--- config.mk ---
export PLATFORM = sky130hd
export DESIGN_NAME = seg7_capture
export DESIGN_NICKNAME = d
export VERILOG_FILES = /design/src/rtl/seg7_pkg.sv /design/src/rtl/seg7x_inv.sv /design/src/rtl/seg7_capture.sv
export SDC_FILE = /design/constraint.sdc
export NUM_CORES = 1
export LEC_CHECK = 0
export CORE_MARGIN = 2
export CORE_UTILIZATION = 30
export CTS_BUF_LIST = sky130_fd_sc_hd__clkbuf_16
export DETAILED_ROUTE_END_ITERATION = 16
export GPL_ROUTABILITY_DRIVEN = 0
export HOLD_SLACK_MARGIN = 0.02
export PLACE_DENSITY_LB_ADDON = 0.12
export SLEW_MARGIN = 20
export SYNTH_ARGS = -nofsm -noshare
export SYNTH_HDL_FRONTEND = slang
export SYNTH_SLANG_ARGS = --single-unit
--- constraint.sdc ---
create_clock -name clk -period 2.8 [get_ports clk]
set_input_delay 0.42 -clock clk [delete_from_list [all_inputs] [get_ports clk]]
set_output_delay 0.42 -clock clk [all_outputs]
set_load 0.02 [all_outputs]
--- src/rtl/seg7_pkg.sv ---
// seg7: shared definitions for the 7-segment capture slice.
//
// Contents:
//   seg7_code_t               7-bit active-low segment pattern, bit0=a .. bit6=g
//   SEG7_GLYPH_0..SEG7_GLYPH_F hex glyph patterns (active-low)
//   SEG7_BLANK                all segments off
package seg7;

    typedef logic [6:0] seg7_code_t;

    // Patterns are written as seg[6:0] = g f e d c b a, with 0 = segment lit.
    localparam seg7_code_t SEG7_GLYPH_0 = 7'b1000000;
    localparam seg7_code_t SEG7_GLYPH_1 = 7'b1111001;
    localparam seg7_code_t SEG7_GLYPH_2 = 7'b0100100;
    localparam seg7_code_t SEG7_GLYPH_3 = 7'b0110000;
    localparam seg7_code_t SEG7_GLYPH_4 = 7'b0011001;
    localparam seg7_code_t SEG7_GLYPH_5 = 7'b0010010;
    localparam seg7_code_t SEG7_GLYPH_6 = 7'b0000010;
    localparam seg7_code_t SEG7_GLYPH_7 = 7'b1111000;
    localparam seg7_code_t SEG7_GLYPH_8 = 7'b0000000;
    localparam seg7_code_t SEG7_GLYPH_9 = 7'b0010000;
    localparam seg7_code_t SEG7_GLYPH_A = 7'b0001000;
    localparam seg7_code_t SEG7_GLYPH_B = 7'b0000011;
    localparam seg7_code_t SEG7_GLYPH_C = 7'b1000110;
    localparam seg7_code_t SEG7_GLYPH_D = 7'b0100001;
    localparam seg7_code_t SEG7_GLYPH_E = 7'b0000110;
    localparam seg7_code_t SEG7_GLYPH_F = 7'b0001110;

    localparam seg7_code_t SEG7_BLANK   = 7'h7F;

endpackage

--- src/rtl/seg7x_inv.sv ---
// seg7x_inv: combinational inverse of the hex 7-segment encoder.
//
// Ports:
//   pattern   in   7  active-low segment pattern (bit0=a .. bit6=g)
//   nibble    out  4  decoded hex value (0 when not a glyph)
//   is_glyph  out  1  pattern exactly matches one of the 16 hex glyphs
//   is_blank  out  1  pattern is all segments off
module seg7x_inv
    import seg7::*;
(
    input  logic [6:0] pattern,
    output logic [3:0] nibble,
    output logic       is_glyph,
    output logic       is_blank
);

    // Exact match only: a single stray segment makes the pattern invalid.
    always_comb begin
        nibble   = 4'h0;
        is_glyph = 1'b1;
        is_blank = 1'b0;
        case (pattern)
            SEG7_GLYPH_0: nibble = 4'h0;
            SEG7_GLYPH_1: nibble = 4'h1;
            SEG7_GLYPH_2: nibble = 4'h2;
            SEG7_GLYPH_3: nibble = 4'h3;
            SEG7_GLYPH_4: nibble = 4'h4;
            SEG7_GLYPH_5: nibble = 4'h5;
            SEG7_GLYPH_6: nibble = 4'h6;
            SEG7_GLYPH_7: nibble = 4'h7;
            SEG7_GLYPH_8: nibble = 4'h8;
            SEG7_GLYPH_9: nibble = 4'h9;
            SEG7_GLYPH_A: nibble = 4'hA;
            SEG7_GLYPH_B: nibble = 4'hB;
            SEG7_GLYPH_C: nibble = 4'hC;
            SEG7_GLYPH_D: nibble = 4'hD;
            SEG7_GLYPH_E: nibble = 4'hE;
            SEG7_GLYPH_F: nibble = 4'hF;
            SEG7_BLANK: begin
                is_glyph = 1'b0;
                is_blank = 1'b1;
            end
            default: is_glyph = 1'b0;
        endcase
    end

endmodule

--- src/rtl/seg7_capture.sv ---
// seg7_capture: recovers per-digit hex values from a time-multiplexed,
// active-low 7-segment display bus.
//
// Ports:
//   clk          in   1            system clock
//   reset        in   1            synchronous, active-high reset
//   seg_in       in   7            segment lines, active-low, bit0=a .. bit6=g
//   dig_sel      in   NDIGITS      digit select, active-high, one-hot or zero
//   values       out  4*NDIGITS    captured nibble per digit, digit i at [4i+3:4i]
//   valid        out  NDIGITS      digit i currently shows a decoded glyph
//   update       out  1            one-cycle pulse on each committed write/clear
//   update_idx   out  IDX_W        digit index of the latest commit (holds)
//   err_invalid  out  1            one-cycle pulse: committed pattern not glyph/blank
//   err_sel      out  1            one-cycle pulse: committed select had >1 bit set
module seg7_capture
    import seg7::*;
#(
    parameter int NDIGITS       = 6,
    parameter int STABLE_CYCLES = 4,
    localparam int IDX_W        = (NDIGITS > 1) ? $clog2(NDIGITS) : 1
) (
    input  logic                   clk,
    input  logic                   reset,
    input  logic [6:0]             seg_in,
    input  logic [NDIGITS-1:0]     dig_sel,
    output logic [4*NDIGITS-1:0]   values,
    output logic [NDIGITS-1:0]     valid,
    output logic                   update,
    output logic [IDX_W-1:0]       update_idx,
    output logic                   err_invalid,
    output logic                   err_sel
);

    localparam int CNT_W = $clog2(STABLE_CYCLES + 1);

    seg7_code_t         s_seg;
    logic [NDIGITS-1:0] s_sel;
    logic [CNT_W-1:0]   cnt;

    logic               same;
    logic               commit;
    logic               sel_multi;
    logic [IDX_W-1:0]   sel_idx;
    logic [3:0]         dec_nibble;
    logic               dec_glyph;
    logic               dec_blank;

    seg7x_inv u_inv (
        .pattern  (s_seg),
        .nibble   (dec_nibble),
        .is_glyph (dec_glyph),
        .is_blank (dec_blank)
    );

    // The commit fires on the single edge where the counter would step from
    // STABLE_CYCLES-1 to STABLE_CYCLES; saturation keeps it from re-firing
    // however long the input holds.
    assign same   = (seg_in == s_seg) && (dig_sel == s_sel);
    assign commit = same && (cnt == CNT_W'(STABLE_CYCLES - 1));

    // x & (x-1) clears the lowest set bit, so anything left means >1 bit set.
    assign sel_multi = (s_sel & (s_sel - NDIGITS'(1))) != '0;

    always_comb begin
        sel_idx = '0;
        for (int i = 0; i < NDIGITS; i++) begin
            if (s_sel[i]) sel_idx = IDX_W'(i);
        end
    end

    always_ff @(posedge clk) begin
        if (reset) begin
            s_seg       <= SEG7_BLANK;
            s_sel       <= '0;
            cnt         <= '0;
            values      <= '0;
            valid       <= '0;
            update      <= 1'b0;
            update_idx  <= '0;
            err_invalid <= 1'b0;
            err_sel     <= 1'b0;
        end else begin
            s_seg       <= seg_in;
            s_sel       <= dig_sel;
            update      <= 1'b0;
            err_invalid <= 1'b0;
            err_sel     <= 1'b0;

            if (!same)
                cnt <= '0;
            else if (cnt != CNT_W'(STABLE_CYCLES))
                cnt <= cnt + 1'b1;

            // An all-zero select is the blanking gap between digits.
            if (commit && (s_sel != '0)) begin
                if (sel_multi) begin
                    err_sel <= 1'b1;
                end else if (dec_glyph || dec_blank) begin
                    for (int i = 0; i < NDIGITS; i++) begin
                        if (s_sel[i]) begin
                            values[4*i +: 4] <= dec_blank ? 4'h0 : dec_nibble;
                            valid[i]         <= dec_glyph;
                        end
                    end
                    update     <= 1'b1;
                    update_idx <= sel_idx;
                end else begin
                    err_invalid <= 1'b1;
                end
            end
        end
    end

endmodule

==> images/pdn.png <==
Pins as bars on the die edge. Tap cells in gray.
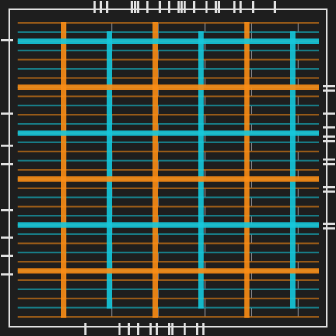
[VDD] cyan
[VSS] orange
met4 straps: 6
met5 straps: 6
signal pins: 51
tap cells: 102

==> flow_metrics.env <==
# implementation run metrics
export IMPL_timing_rr_end="values[4]"
export IMPL_summed_instance_area_of_the_synthesized_netlist_um2=2407
export IMPL_synth_xor_area_share=0.05094
export IMPL_number_of_flip_flops_in_the_largest_register=24
export IMPL_sw_frac_of_total=0.2359
export IMPL_numSynthFlops=52
export IMPL_netlist_top_cell_by_instances="sky130_fd_sc_hd__dfxtp_1"
export IMPL_first_iter_violations=74
export IMPL_insertion_delay_ns=0.29
export IMPL_clock_buffers=5
export IMPL_postCtsSetupRepairBufs=0
export IMPL_clkCellAreaFrac=0.04526
export IMPL_floorplan_die_area_um2=8757
export IMPL_min_period_ns=2.251
export IMPL_leakage_nw=1.316
export IMPL_worst_clock_skew_ns=0.004734
export IMPL_worst_supply_voltage_drop_on_vdd_mv=0.2159
export IMPL_path_buffers=1
export IMPL_seq_cells=52
export IMPL_worst_slew_margin_rel=0.4594
export IMPL_largest_cell_class="logic gates"
export IMPL_min_path_type="reg -> reg"
export IMPL_adder_share=0.01975
export IMPL_drt_pass1_iterations=4
export IMPL_timing_reg2reg_worst_path_depth=7
export IMPL_worst_path_largest_cell_delay_ns=0.57
export IMPL_yosys_warnings=0
export IMPL_multi_input_comb_cells=182
export IMPL_rr_startpoint="s_seg[5]"
export IMPL_timing_critical_path_required_ns=2.94
export IMPL_crit_path_cell_trace="nor4b_1, a32o_1, a31oi_1, nand3_1, buf_4, nand4_2, mux2i_1"
export IMPL_synthTopCellsByCount="52 x sky130_fd_sc_hd__dfxtp_1, 40 x sky130_fd_sc_hd__nand2_1, 31 x sky130_fd_sc_hd__mux2i_1, 12 x sky130_fd_sc_hd__clkbuf_1, 11 x sky130_fd_sc_hd__xor2_1"
export IMPL_area_share_sequential=0.3303
export IMPL_synth_avg_cell_area_um2=9.331
export IMPL_setup_violations_final=0
export IMPL_pwr_share_comb=0.070
export IMPL_final_core_utilization=0.4058
export IMPL_final_nets=321
export IMPL_clk_pin_slew_ns=0.07
export IMPL_hold_slack_ns=0.4576
export IMPL_power_clock_total_mw=0.601
export IMPL_initial_antenna_violation_count=0
export IMPL_number_of_cells_in_yosys_stat=258
export IMPL_power_combinational_mw=0.104
export IMPL_pwr_share_seq=0.524
export IMPL_cellPowerDensity_nw_per_um2=470.5
export IMPL_cts_path_max_buffers=2
export IMPL_cp_data_arrival_time_ns=2.39
export IMPL_drt_antenna_violating_nets=0
export IMPL_tapCellCount=102
export IMPL_crit_family="simple AND/OR/NAND/NOR gates"
export IMPL_nonClkBufAreaFrac=0.1755
export IMPL_timing_worst_slew_pin_value_ns=0.8025
export IMPL_post_synth_and_or_nand_nor_area_fraction=0.2427
export IMPL_netlist_instances=258
export IMPL_cpMaxStageDelayCell="sky130_fd_sc_hd__dfxtp_1"
export IMPL_grt_usage=0.1337
export IMPL_post_synth_mux_area_share=0.1289
export IMPL_crit_fanout=11
export IMPL_first_global_vias=1869
export IMPL_hpwl_reported_at_the_end_of_detailed_placement_mm=4.073
export IMPL_largestPowerGroup="registers"
export IMPL_core_rowCount=32
export IMPL_grt_pass1_wl_mm=9.280
export IMPL_overflow=0
export IMPL_overall_die_width_um=93.58
export IMPL_layout_drive_gt1_share=0.1118
export IMPL_cts_buffers_inserted=5
export IMPL_cp_end_kind="flop"
export IMPL_proportion_of_synthesized_chip_area_in_sequential_cells=0.4324
export IMPL_drcViolationCount=0
export IMPL_non_clock_buffer_count=57
export IMPL_flop_area_um2=1041
export IMPL_worstSetupEndpoint="values[4]"
export IMPL_top_register_by_number_of_flip_flops="values"
export IMPL_port_buffers=50
export IMPL_io_pins=51
export IMPL_hold_violations=0
export IMPL_num_antenna_cells=0
export IMPL_layout_cell_area_non_filler_um2=3152
export IMPL_post_cts_hold_buffer_count=0
export IMPL_tritoncts="built"
export IMPL_post_synth_arst_share=0
export IMPL_grt_start_max_net_pins=18
export IMPL_synth_main_ff_cell="sky130_fd_sc_hd__dfxtp_1"
export IMPL_seq_cell_power_mw=0.777
export IMPL_cts_resized=0
export IMPL_syn_num_nets=276
export IMPL_largestRegisters="values: 24 flops, s_seg: 7 flops"
export IMPL_syn2layout_area_growth_pct=30.93
export IMPL_core_area_um2=7767
export IMPL_synth_top_area_cells="sky130_fd_sc_hd__dfxtp_1 43%, sky130_fd_sc_hd__mux2i_1 13%, sky130_fd_sc_hd__nand2_1 6.2%"
export IMPL_detailed_place_area_um2=3009
export IMPL_number_of_cells_on_the_critical_path=7
export IMPL_top_area_frac=0.4324
export IMPL_fillers=800
export IMPL_stage_log_warnings=27
export IMPL_combAreaFraction=0.4025
export IMPL_p_int_mw=1.133
export IMPL_clk_root_buffer_cell="sky130_fd_sc_hd__clkbuf_16"
export IMPL_tritoncts_num_sinks=52
export IMPL_fin_crit_sh=0.8039
export IMPL_depth_of_the_cts_h_tree=2
export IMPL_power_share_clock=0.406
export IMPL_routed_wire_length_per_instance_um=13.64
export IMPL_leading_cell_types_in_the_layout_fill_and_taps_excluded="52 x sky130_fd_sc_hd__dfxtp_1, 50 x sky130_fd_sc_hd__clkdlybuf4s50_1, 40 x sky130_fd_sc_hd__nand2_1, 31 x sky130_fd_sc_hd__mux2i_1, 11 x sky130_fd_sc_hd__xor2_1"
export IMPL_unrepaired_setup_endpoints_after_global_routing="false"
export IMPL_synthAoiAreaFrac=0.08472
export IMPL_outcome="complete, no violations"
export IMPL_edf_count=0
export IMPL_max_fclk_mhz=444.3
export IMPL_final_critical_path_setup_slack_ns=0.5491
export IMPL_ys_types=48
export IMPL_final_signal_inverter_count=5
export IMPL_initCoreUtil=0.3099
export IMPL_postRouteWirelength_mm=5.538
export IMPL_startpoint_type="flop"
export IMPL_detail_route_vias_per_cell=4.729
export IMPL_layout_area_comb_um2=1269
export IMPL_finalSetupTns_ns=0
export IMPL_topCombFamilyByArea="simple AND/OR/NAND/NOR gates"
export IMPL_yosys_chip_area_um2=2407
export IMPL_post_place_ws_ns=0.2912
export IMPL_cp_startpoint="s_seg[5]"
export IMPL_reg2reg_setup_slack_ns=0.55
export IMPL_slew_viol_final=0
export IMPL_dieHeight_um=93.58
export IMPL_synth_area_leader_cell="sky130_fd_sc_hd__dfxtp_1"
export IMPL_worstSetupPathType="reg -> reg"
export IMPL_max_cap_violations=0
export IMPL_via_count=1920
export IMPL_switching_power_mw=0.3498
export IMPL_mostFrequentLayoutCell="sky130_fd_sc_hd__dfxtp_1"
==> images/cell_classes.png <==
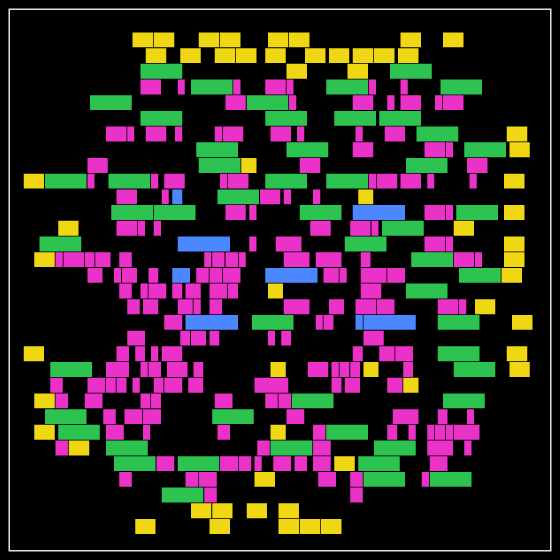
[all other logic] magenta | cells: 187
[other buffers and delay cells] yellow | cells: 57
[clock drivers and dummy loads] blue | cells: 8
[flip-flops] green | cells: 52

[stage by stage]
step,power (mW),cells
after detailed placement,0.8997,398
after global placement,0.9009,398
after global routing,1.542,406
final,1.483,406
after floorplan,0.8561,258
after CTS,1.503,406
[worst min-delay path by stage]
stage	from	endpoint	slack, ns	depth (start not counted)
floorplan	cnt[1]	cnt[1]	0.46	2
global placement	values[22]	values[22]	0.45	2
detailed placement	valid[1]	valid[1]	0.45	2
CTS	values[22]	values[22]	0.47	2
global route	values[22]	values[22]	0.48	2
finish	values[22]	values[22]	0.46	2
[metal layers]
layer / GRT usage / up-vias / routed length, um
li1: - / 989 / -
met1: 0.1822 / 887 / 2636
met2: 0.2128 / 37 / 2623
met3: 0.02579 / 7 / 205
met4: 0.04348 / 0 / 73
met5: 0 / - / 0
Power is estimated from default activity; no workload was simulated.
